==> run_1/clock_nets.png <==
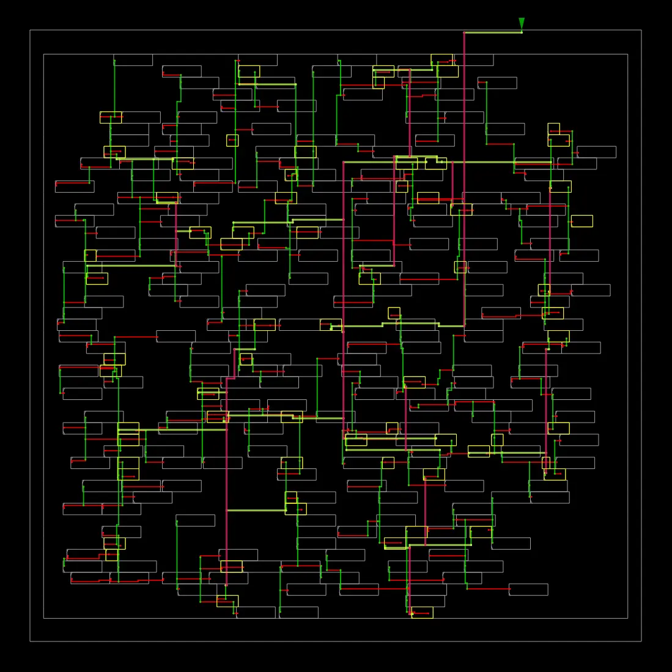
==> run_1/clock_wires.png <==
Scale bar: 50 um.
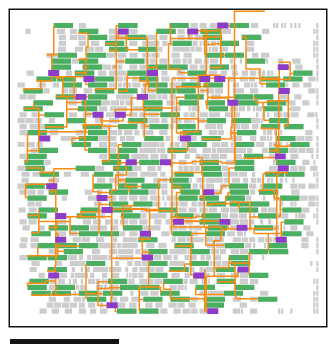
==> run_1/class_map.png <==
Scale bar: 50 um.
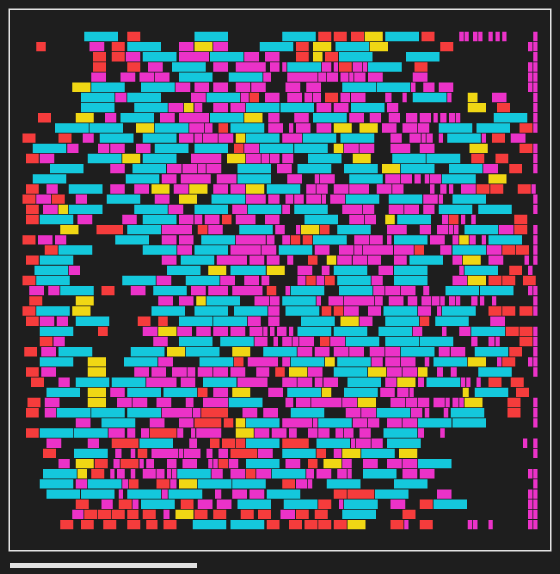
==> run_1/floorplan.png <==
Pins as bars on the die edge. Tap cells in gray.
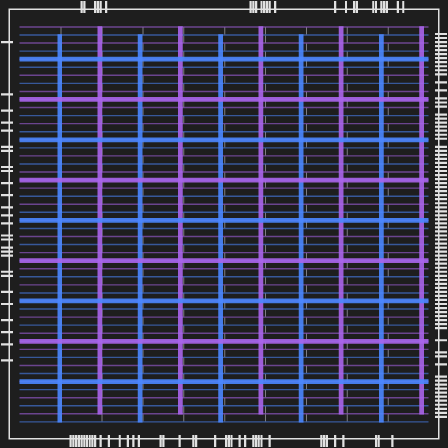
### config.mk
export PLATFORM = sky130hd
export DESIGN_NAME = alu_issue_ctrl
export DESIGN_NICKNAME = d
export VERILOG_FILES = /design/src/rtl/alu_pkg.sv /design/src/rtl/alu_regfile.sv /design/src/rtl/alu_issue_ctrl.sv
export SDC_FILE = /design/constraint.sdc
export NUM_CORES = 1
export LEC_CHECK = 0
export CORE_MARGIN = 3
export CORE_UTILIZATION = 55
export CTS_BUF_LIST = sky130_fd_sc_hd__clkbuf_2 sky130_fd_sc_hd__clkbuf_4 sky130_fd_sc_hd__clkbuf_8
export DETAILED_ROUTE_END_ITERATION = 7
export PLACE_DENSITY = 0.82
export SLEW_MARGIN = 20
export SYNTH_ARGS = -nofsm -noshare
export SYNTH_HDL_FRONTEND = slang
export SYNTH_SLANG_ARGS = --single-unit
### constraint.sdc
create_clock -name clk -period 2.3 [get_ports clk]
set_input_delay 0.46 -clock clk [delete_from_list [all_inputs] [get_ports clk]]
set_output_delay 0.46 -clock clk [all_outputs]
set_load 0.03 [all_outputs]
### src/rtl/alu_pkg.sv
// Shared types for the ALU issue controller: opcodes, flag positions, FSM states.
package alu_pkg;

    typedef enum logic [3:0] {
        OP_ADD = 4'd0,
        OP_SUB = 4'd1,
        OP_MUL = 4'd2,
        OP_AND = 4'd3,
        OP_OR  = 4'd4,
        OP_XOR = 4'd5,
        OP_NOT = 4'd6,
        OP_NEG = 4'd7,
        OP_CMP = 4'd8
    } alu_op_e;

    localparam int FLAG_EQ = 0;
    localparam int FLAG_LT = 1;
    localparam int FLAG_GT = 2;

    typedef enum logic [2:0] {
        S_IDLE,
        S_READ,
        S_EXEC,
        S_WB,
        S_RESP
    } issue_state_e;

    function automatic logic is_legal_op(input logic [31:0] op);
        return op <= 32'(OP_CMP);
    endfunction

endpackage

### src/rtl/alu_regfile.sv
// Register file: two combinational read ports, one synchronous write port.
// Entry 0 is hardwired to zero.
module alu_regfile #(
    parameter int DATA_WIDTH = 16,
    parameter int NUM_REGS   = 8,
    parameter int IDX_W      = $clog2(NUM_REGS)
) (
    input  logic                  clk,
    input  logic                  rst_n,
    input  logic [IDX_W-1:0]      raddr_a_i,
    input  logic [IDX_W-1:0]      raddr_b_i,
    output logic [DATA_WIDTH-1:0] rdata_a_o,
    output logic [DATA_WIDTH-1:0] rdata_b_o,
    input  logic                  we_i,
    input  logic [IDX_W-1:0]      waddr_i,
    input  logic [DATA_WIDTH-1:0] wdata_i
);

    logic [DATA_WIDTH-1:0] mem_q [NUM_REGS];

    always_ff @(posedge clk or negedge rst_n) begin
        if (!rst_n) begin
            for (int i = 0; i < NUM_REGS; i++) begin
                mem_q[i] <= '0;
            end
        end else if (we_i && (waddr_i != '0)) begin
            mem_q[waddr_i] <= wdata_i;
        end
    end

    assign rdata_a_o = (raddr_a_i == '0) ? '0 : mem_q[raddr_a_i];
    assign rdata_b_o = (raddr_b_i == '0) ? '0 : mem_q[raddr_b_i];

endmodule

### src/rtl/alu_issue_ctrl.sv
// Issue controller between decode and the ALU: one op in flight, 5-cycle FSM.
// Optional performance counters enabled by defining ALU_ISSUE_PERF_EN.
module alu_issue_ctrl
    import alu_pkg::*;
#(
    parameter int DATA_WIDTH   = 16,
    parameter int OPCODE_WIDTH = 4,
    parameter int NUM_REGS     = 8,
    localparam int IDX_W       = $clog2(NUM_REGS)
) (
    input  logic                    clk,
    input  logic                    rst_n,
    input  logic                    req_valid,
    output logic                    req_ready,
    input  logic [OPCODE_WIDTH-1:0] req_opcode,
    input  logic [IDX_W-1:0]        req_rd,
    input  logic [IDX_W-1:0]        req_ra,
    input  logic [IDX_W-1:0]        req_rb,
    input  logic                    req_imm_en,
    input  logic [DATA_WIDTH-1:0]   req_imm,
    output logic [DATA_WIDTH-1:0]   alu_op_a,
    output logic [DATA_WIDTH-1:0]   alu_op_b,
    output logic [OPCODE_WIDTH-1:0] alu_opcode,
    output logic                    alu_active,
    input  logic [DATA_WIDTH-1:0]   alu_result,
    input  logic                    alu_equal,
    input  logic                    alu_less,
    input  logic                    alu_greater,
    output logic                    rsp_valid,
    input  logic                    rsp_ready,
    output logic [DATA_WIDTH-1:0]   rsp_data,
    output logic [2:0]              rsp_flags,
    output logic                    rsp_err,
    output logic [31:0]             perf_issued,
    output logic [31:0]             perf_illegal
);

    localparam logic [OPCODE_WIDTH-1:0] CMP_OP = OPCODE_WIDTH'(OP_CMP);

    issue_state_e state_q, state_d;

    logic [OPCODE_WIDTH-1:0] opcode_q, opcode_d;
    logic [IDX_W-1:0]        rd_q, rd_d;
    logic [IDX_W-1:0]        ra_q, ra_d;
    logic [IDX_W-1:0]        rb_q, rb_d;
    logic                    imm_en_q, imm_en_d;
    logic [DATA_WIDTH-1:0]   imm_q, imm_d;
    logic [DATA_WIDTH-1:0]   alu_a_q, alu_a_d;
    logic [DATA_WIDTH-1:0]   alu_b_q, alu_b_d;
    logic [OPCODE_WIDTH-1:0] alu_opc_q, alu_opc_d;
    logic [DATA_WIDTH-1:0]   res_q, res_d;
    logic [DATA_WIDTH-1:0]   rsp_data_q, rsp_data_d;
    logic [2:0]              rsp_flags_q, rsp_flags_d;
    logic                    rsp_err_q, rsp_err_d;

    logic [DATA_WIDTH-1:0]   rf_a, rf_b;
    logic                    rf_we;
    logic                    op_legal;

    assign op_legal = is_legal_op(32'(opcode_q));
    assign rf_we    = (state_q == S_WB) && (opcode_q < CMP_OP);

    alu_regfile #(
        .DATA_WIDTH(DATA_WIDTH),
        .NUM_REGS  (NUM_REGS),
        .IDX_W     (IDX_W)
    ) u_rf (
        .clk      (clk),
        .rst_n    (rst_n),
        .raddr_a_i(ra_q),
        .raddr_b_i(rb_q),
        .rdata_a_o(rf_a),
        .rdata_b_o(rf_b),
        .we_i     (rf_we),
        .waddr_i  (rd_q),
        .wdata_i  (res_q)
    );

    always_comb begin
        state_d     = state_q;
        opcode_d    = opcode_q;
        rd_d        = rd_q;
        ra_d        = ra_q;
        rb_d        = rb_q;
        imm_en_d    = imm_en_q;
        imm_d       = imm_q;
        alu_a_d     = alu_a_q;
        alu_b_d     = alu_b_q;
        alu_opc_d   = alu_opc_q;
        res_d       = res_q;
        rsp_data_d  = rsp_data_q;
        rsp_flags_d = rsp_flags_q;
        rsp_err_d   = rsp_err_q;
        unique case (state_q)
            S_IDLE: begin
                if (req_valid) begin
                    opcode_d = req_opcode;
                    rd_d     = req_rd;
                    ra_d     = req_ra;
                    rb_d     = req_rb;
                    imm_en_d = req_imm_en;
                    imm_d    = req_imm;
                    state_d  = S_READ;
                end
            end
            S_READ: begin
                // ALU-facing regs only change for legal ops so they hold last EXEC values
                if (op_legal) begin
                    alu_a_d   = rf_a;
                    alu_b_d   = imm_en_q ? imm_q : rf_b;
                    alu_opc_d = opcode_q;
                    state_d   = S_EXEC;
                end else begin
                    rsp_data_d  = '0;
                    rsp_flags_d = '0;
                    rsp_err_d   = 1'b1;
                    state_d     = S_RESP;
                end
            end
            S_EXEC: begin
                res_d   = alu_result;
                state_d = S_WB;
            end
            S_WB: begin
                rsp_data_d           = (opcode_q == CMP_OP) ? '0 : res_q;
                rsp_flags_d[FLAG_GT] = alu_greater;
                rsp_flags_d[FLAG_LT] = alu_less;
                rsp_flags_d[FLAG_EQ] = alu_equal;
                rsp_err_d            = 1'b0;
                state_d              = S_RESP;
            end
            S_RESP: begin
                if (rsp_ready) begin
                    state_d = S_IDLE;
                end
            end
            default: state_d = S_IDLE;
        endcase
    end

    always_ff @(posedge clk or negedge rst_n) begin
        if (!rst_n) begin
            state_q     <= S_IDLE;
            opcode_q    <= '0;
            rd_q        <= '0;
            ra_q        <= '0;
            rb_q        <= '0;
            imm_en_q    <= 1'b0;
            imm_q       <= '0;
            alu_a_q     <= '0;
            alu_b_q     <= '0;
            alu_opc_q   <= '0;
            res_q       <= '0;
            rsp_data_q  <= '0;
            rsp_flags_q <= '0;
            rsp_err_q   <= 1'b0;
        end else begin
            state_q     <= state_d;
            opcode_q    <= opcode_d;
            rd_q        <= rd_d;
            ra_q        <= ra_d;
            rb_q        <= rb_d;
            imm_en_q    <= imm_en_d;
            imm_q       <= imm_d;
            alu_a_q     <= alu_a_d;
            alu_b_q     <= alu_b_d;
            alu_opc_q   <= alu_opc_d;
            res_q       <= res_d;
            rsp_data_q  <= rsp_data_d;
            rsp_flags_q <= rsp_flags_d;
            rsp_err_q   <= rsp_err_d;
        end
    end

    assign req_ready  = (state_q == S_IDLE);
    assign alu_active = (state_q == S_EXEC);
    assign rsp_valid  = (state_q == S_RESP);
    assign alu_op_a   = alu_a_q;
    assign alu_op_b   = alu_b_q;
    assign alu_opcode = alu_opc_q;
    assign rsp_data   = rsp_data_q;
    assign rsp_flags  = rsp_flags_q;
    assign rsp_err    = rsp_err_q;

`ifdef ALU_ISSUE_PERF_EN
    logic [31:0] issued_q, issued_d;
    logic [31:0] illegal_q, illegal_d;

    always_comb begin
        issued_d  = issued_q;
        illegal_d = illegal_q;
        if (state_q == S_EXEC && issued_q != 32'hFFFF_FFFF) begin
            issued_d = issued_q + 32'd1;
        end
        if (state_q == S_READ && !op_legal && illegal_q != 32'hFFFF_FFFF) begin
            illegal_d = illegal_q + 32'd1;
        end
    end

    always_ff @(posedge clk or negedge rst_n) begin
        if (!rst_n) begin
            issued_q  <= '0;
            illegal_q <= '0;
        end else begin
            issued_q  <= issued_d;
            illegal_q <= illegal_d;
        end
    end

    assign perf_issued  = issued_q;
    assign perf_illegal = illegal_q;
`else
    assign perf_issued  = 32'd0;
    assign perf_illegal = 32'd0;
`endif

endmodule

==> results.cfg, run 1 <==
; implementation run metrics
[detailed_routing]
ant_nets = 0
highest_layer = met4
route.met3.wl_mm = 1.65
drt_iter0_drc = 545
vias_per_cell = 5.84
wire_per_inst_um = 20.5
drc = 0
wl_met1_mm = 11.2

[power_and_ir_drop]
power_leakage_nw = 5.87
p_total_mw = 18.6
power_density_nw_per_um2 = 1460

[cts]
cts_tree = done
ctsResizeCount = 2
clockBufferDepth = 3
clkSinkCount = 217

[place]
numPortBuffers = 111
gp_congestion = 0.819
dpl_worst_slack_ns = 0.241

[final_layout]
n_all_inverters = 5
layout_top_cells = 216 x dfrtp_1, 198 x mux2_2, 107 x clkdlybuf4s50_1, 64 x conb_1, 55 x nand2_1
area_growth_pct = 20.4
fillers = 1315
final-clk-cell-share = 0.0657
n_clock_buffer = 67
dominant-cell-class = sequential cells
drive_above_1_share = 0.359
buffers = 152
logic_area_um2 = 4600
top_register = u_rf.mem_q
layout.cells.most_common = dfrtp_1
multi_input_comb_cells = 525
nNetsFinal = 992
seqCellArea_um2 = 5430
num_antenna_cells = 0

[logic_synthesis]
top_cell = dfrtp_1
yosysWarnings = 0
synth_seq_share = 0.515
edf_count = 0
yosys_cells = 803
area_leaders = dfrtp_1 52%, mux2_2 21%, buf_4 4.8%
async_reset_ff_frac = 1.00
top_area_frac = 0.515
netlist_top_cells_count = 217 x dfrtp_1, 198 x mux2_2, 67 x buf_4, 55 x nand2_1, 35 x clkbuf_1

[floorplan]
fp_util = 0.573
io_pins = 176
well_tap_count = 229

[job]
maxCapViolCount = 0
tool_warnings = 26

[final_timing]
rsz0062_at_grt = false
max-slew-margin-rel = 0.337
hold_slack_ns = 0.456
fmax_ghz = 0.458
fin_ws_ns = 0.119
setup_viol = 0
fin_crit_ns = 2.18

[setup_path]
critical_path.cell_chain = nor3b_2 > buf_12 > buf_4
path_buffers = 2
worst-path-stages = 3
path_max_fanout = 18
slowest_delay_ns = 0.52
crit_slowest_cell = dfrtp_1
critPathRequiredTime_ns = 1.84
rr_startpoint = opcode_q[1]
arrival_ns = 1.72
worstRegToRegCells = 4
r2r_setup_slack_ns = 0.23

[global_route]
grtUsageMet3 = 0.0437
grt_overflow_total = 0
grt.met2_usage = 0.372
grtUsageTotal = 0.242
grt_pass1_vias = 7164

[status]
status = completed

[min_path]
min_path_type = in -> async
Notes on clock_nets.png above:
worst skew pair latency: 0.53 ns
Final Skew: 0.0131 ns

Notes on clock_wires.png above:
orange -> clock wires  # length 2,820 um
green -> flip-flops  # count 217
purple -> clock-net drivers  # count 38
routed clock nets = 39
flops lie = spread over the die
Clk power: 3.76 mW
Clk pwr share: 0.202

Notes on class_map.png above:
magenta -> remaining logic cells  # cells 530, share of their area 37%
yellow -> clock drivers and dummy loads  # cells 68, share of their area 6.7%
red -> remaining buffers and delay cells  # cells 152, share of their area 12%
cyan -> registers  # cells 217, share of their area 44%
post-layout util: 0.690
Row Count: 49
Seq area share: 0.428
Final Cell Area: 12,700 um^2
Core Footprint: 18,400 um^2

Notes on floorplan.png above:
blue -> VSS
purple -> VDD
rows = 49
met5 straps = 9
met4 straps = 10
tap cells = 229
met1 rails = 50
Die Width: 144 um
peak supply drop: 0.000718 V
die y size: 144 um

==> run 1: kinds of logic after synthesis <==
| family | after synthesis | synth area share |
|---|---|---|
| muxes | 238 | 0.277 |
| DFF | 217 | 0.515 |
| buffers and inverters | 124 | 0.0719 |
| AOI/OAI and AO/OA | 122 | 0.0861 |
| and+or+nand+nor | 101 | 0.0495 |
| other | 1 | 0.000356 |
==> run 1: power breakdown <==
part / switching [mW] / internal [mW]
registers: 1.70 / 5.43
logic: 3.77 / 3.94
clock network: 1.52 / 2.24
==> run 1: through the flow <==
| stage | instance area, um^2 | cells |
|---|---|---|
| final | 12700 | 1196 |
| after global routing | 12700 | 1196 |
| after CTS | 12700 | 1196 |
| after detailed placement | 11900 | 1127 |
| after global placement | 11800 | 1127 |
| after floorplan | 10800 | 866 |
==> run_1/gates.png <==
Scale bar: 50 um.
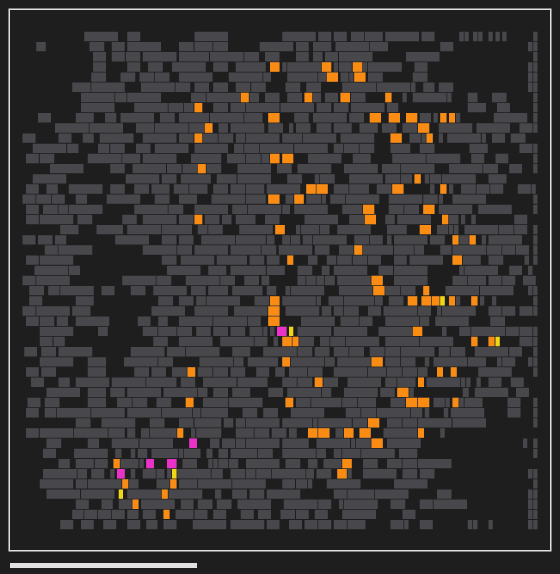

==> run 2: changes to the inputs <==
Settings changed: CORE_ASPECT_RATIO set to 1.75.
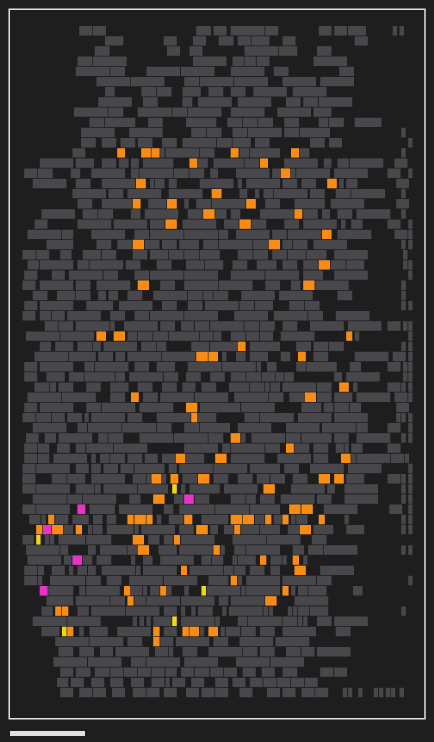
(run_2/gates.png)
Scale bar: 20 um.
magenta -> and/or cells  # cells 5, most used and2_1, where lower left
yellow -> inv cells  # cells 5, most used inv_1
orange -> aoi and oai cells  # cells 88, most used a221oi_1
final non-filler cell total: 1,201
logic share of the area: 0.365
most frequent logic cell in the layout: dfrtp_1

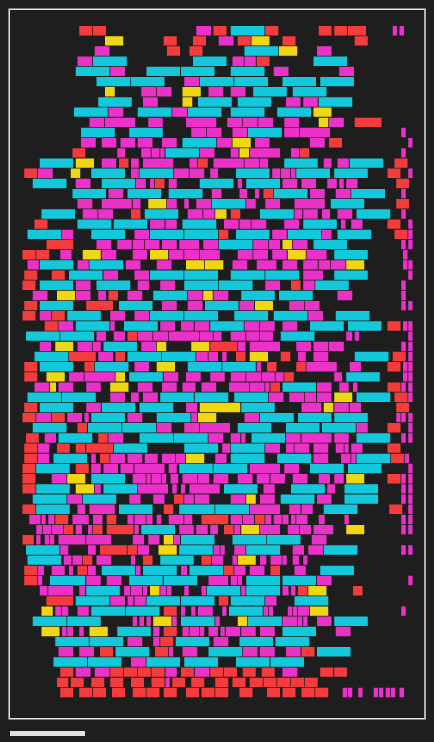
(run_2/class_map.png)
Scale bar: 20 um.
yellow -> clock drivers and dummy loads  # cells 55, share of their area 5.4%
magenta -> remaining logic cells  # cells 530, share of their area 38%
red -> remaining buffers and delay cells  # cells 161, share of their area 13%
cyan -> registers  # cells 217, share of their area 44%
Final Cell Area: 12,600 um^2
post-layout util: 0.674
Core Footprint: 18,700 um^2

==> run 2 against run 1 <==
- largest power group unchanged
- register-to-register slack about the same
- final cell count is 0.42% higher
- critical path type unchanged
- critical path depth unchanged
- core utilization down 1.6 points
- non-clock buffer count grew 9
- sequential cell count is the same
- sequential power hardly changed
- sequential share of layout area grew 0.19 points
- clock power is 14% lower
==> results.cfg, run 2 <==
; implementation run metrics
[final_timing]
hold_slack_ns = 0.447
hold_viol = 0
fin_ws_ns = 0.124
worst_clock_skew_ns = 0.0296
setup_viol = 0
rsz0062_at_grt = false
fmax_ghz = 0.460
max-slew-margin-rel = 0.400
worst_slew_pin_slew_ns = 0.899
fin_crit_ns = 2.18

[place]
dpl_worst_slack_ns = 0.251
gp_congestion = 0.859
dpl-instance-area_um2 = 12000
dp_cells = 1145

[setup_path]
crit_slowest_cell = dfrtp_2
slowest_delay_ns = 0.48
path_max_fanout = 9
worstRegToRegCells = 5
critical_path.cell_chain = nor3b_4 > buf_4 > buf_4
critPathRequiredTime_ns = 1.84
arrival_ns = 1.72
r2r_setup_slack_ns = 0.23

[min_path]
min_path_type = in -> async

[power_and_ir_drop]
switchingPower_mw = 7.09
power_leakage_nw = 5.84
pg_clk_mw = 3.23
combPwrFrac = 0.437
power_density_nw_per_um2 = 1460
clkPwrFrac = 0.175
p_seq_frac = 0.388
pg_comb_mw = 8.03
top_power_group = combinational logic
seq_power_mw = 7.14
p_int_mw = 11.3
switching_share = 0.386
p_total_mw = 18.4

[status]
status = completed

[global_route]
grt_pass1_vias = 7470
grtUsageTotal = 0.254
grt_overflow_total = 0
antenna_found_initial = 0

[cts]
clock_latency_ns = 0.57
cts_root_buffer = clkbuf_8
clkSinkCount = 217
cts_tree = done
clockBufferDepth = 3
ctsResizeCount = 3

[job]
tool_warnings = 26
maxCapViolCount = 0

[detailed_routing]
drc = 0
wire_per_inst_um = 22.2
drt_iter0_drc = 412
vias_per_cell = 5.91
ant_nets = 0

[logic_synthesis]
area_leaders = dfrtp_1 52%, mux2_2 21%, buf_4 4.8%
top_area_frac = 0.515
yosysWarnings = 0
synthAoiAreaFrac = 0.0861
synthXorXnorAreaFrac = 0
yosys_cells = 803
synth_seq_share = 0.515
top_area_cell = dfrtp_1
edf_count = 0
netlist_top_cells_count = 217 x dfrtp_1, 198 x mux2_2, 67 x buf_4, 55 x nand2_1, 35 x clkbuf_1
top_logic_kind = multiplexers
top_cell = dfrtp_1
fa_ha_area_frac = 0
mux_area_frac = 0.277
ys_sh_simple = 0.0495
async_reset_ff_frac = 1.00

[floorplan]
io_pins = 176
rows = 66
fp_util = 0.562

[final_layout]
num_antenna_cells = 0
nNetsFinal = 993
drive_above_1_share = 0.357
layout_top_cells = 215 x dfrtp_1, 198 x mux2_2, 107 x clkdlybuf4s50_1, 64 x conb_1, 55 x nand2_1
top_register = u_rf.mem_q
fillers = 1392
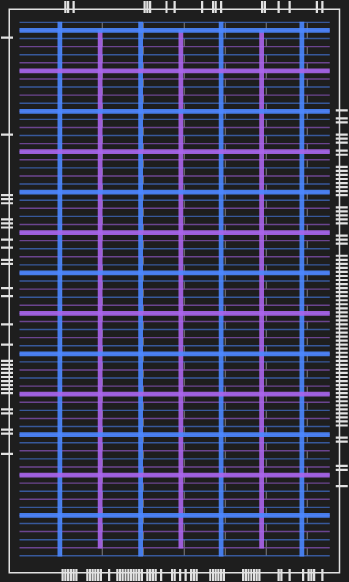
(run_2/floorplan.png)
Pins as bars on the die edge. Tap cells in gray.
blue -> VSS
purple -> VDD
rows = 66
met5 straps = 13
met4 straps = 7
met1 rails = 67
tap cells = 238
Die Width: 111 um
peak supply drop: 0.000916 V
die y size: 189 um

## run 2: per-layer routing
metal  vias up  GRT usage  share of wire
li1       3093          -              -
met1      3635      0.284           0.35
met2       277      0.443           0.52
met3        93     0.0304          0.051
met4         0      0.186          0.083
met5         -          0              0
## run 2: cell type report
type                    instances  area (um^2)  share of cell area
flip-flops and latches        217         5430               0.430
multi-input cells             525         4610               0.365
repair buffers                161         1610               0.128
clock buffers                  51          614              0.0486
well taps                     238          298              0.0236
clock inverters                 4         52.6             0.00416
inverters                       5         18.8             0.00148
## run 2: worst max-delay path: cells and delay by family, from the launching register on
kind                   cells  cell delay [ns]
buffers and inverters      2             0.38
and+or+nand+nor            1             0.28
DFF                        1             0.48
Power is estimated from default activity; no workload was simulated.
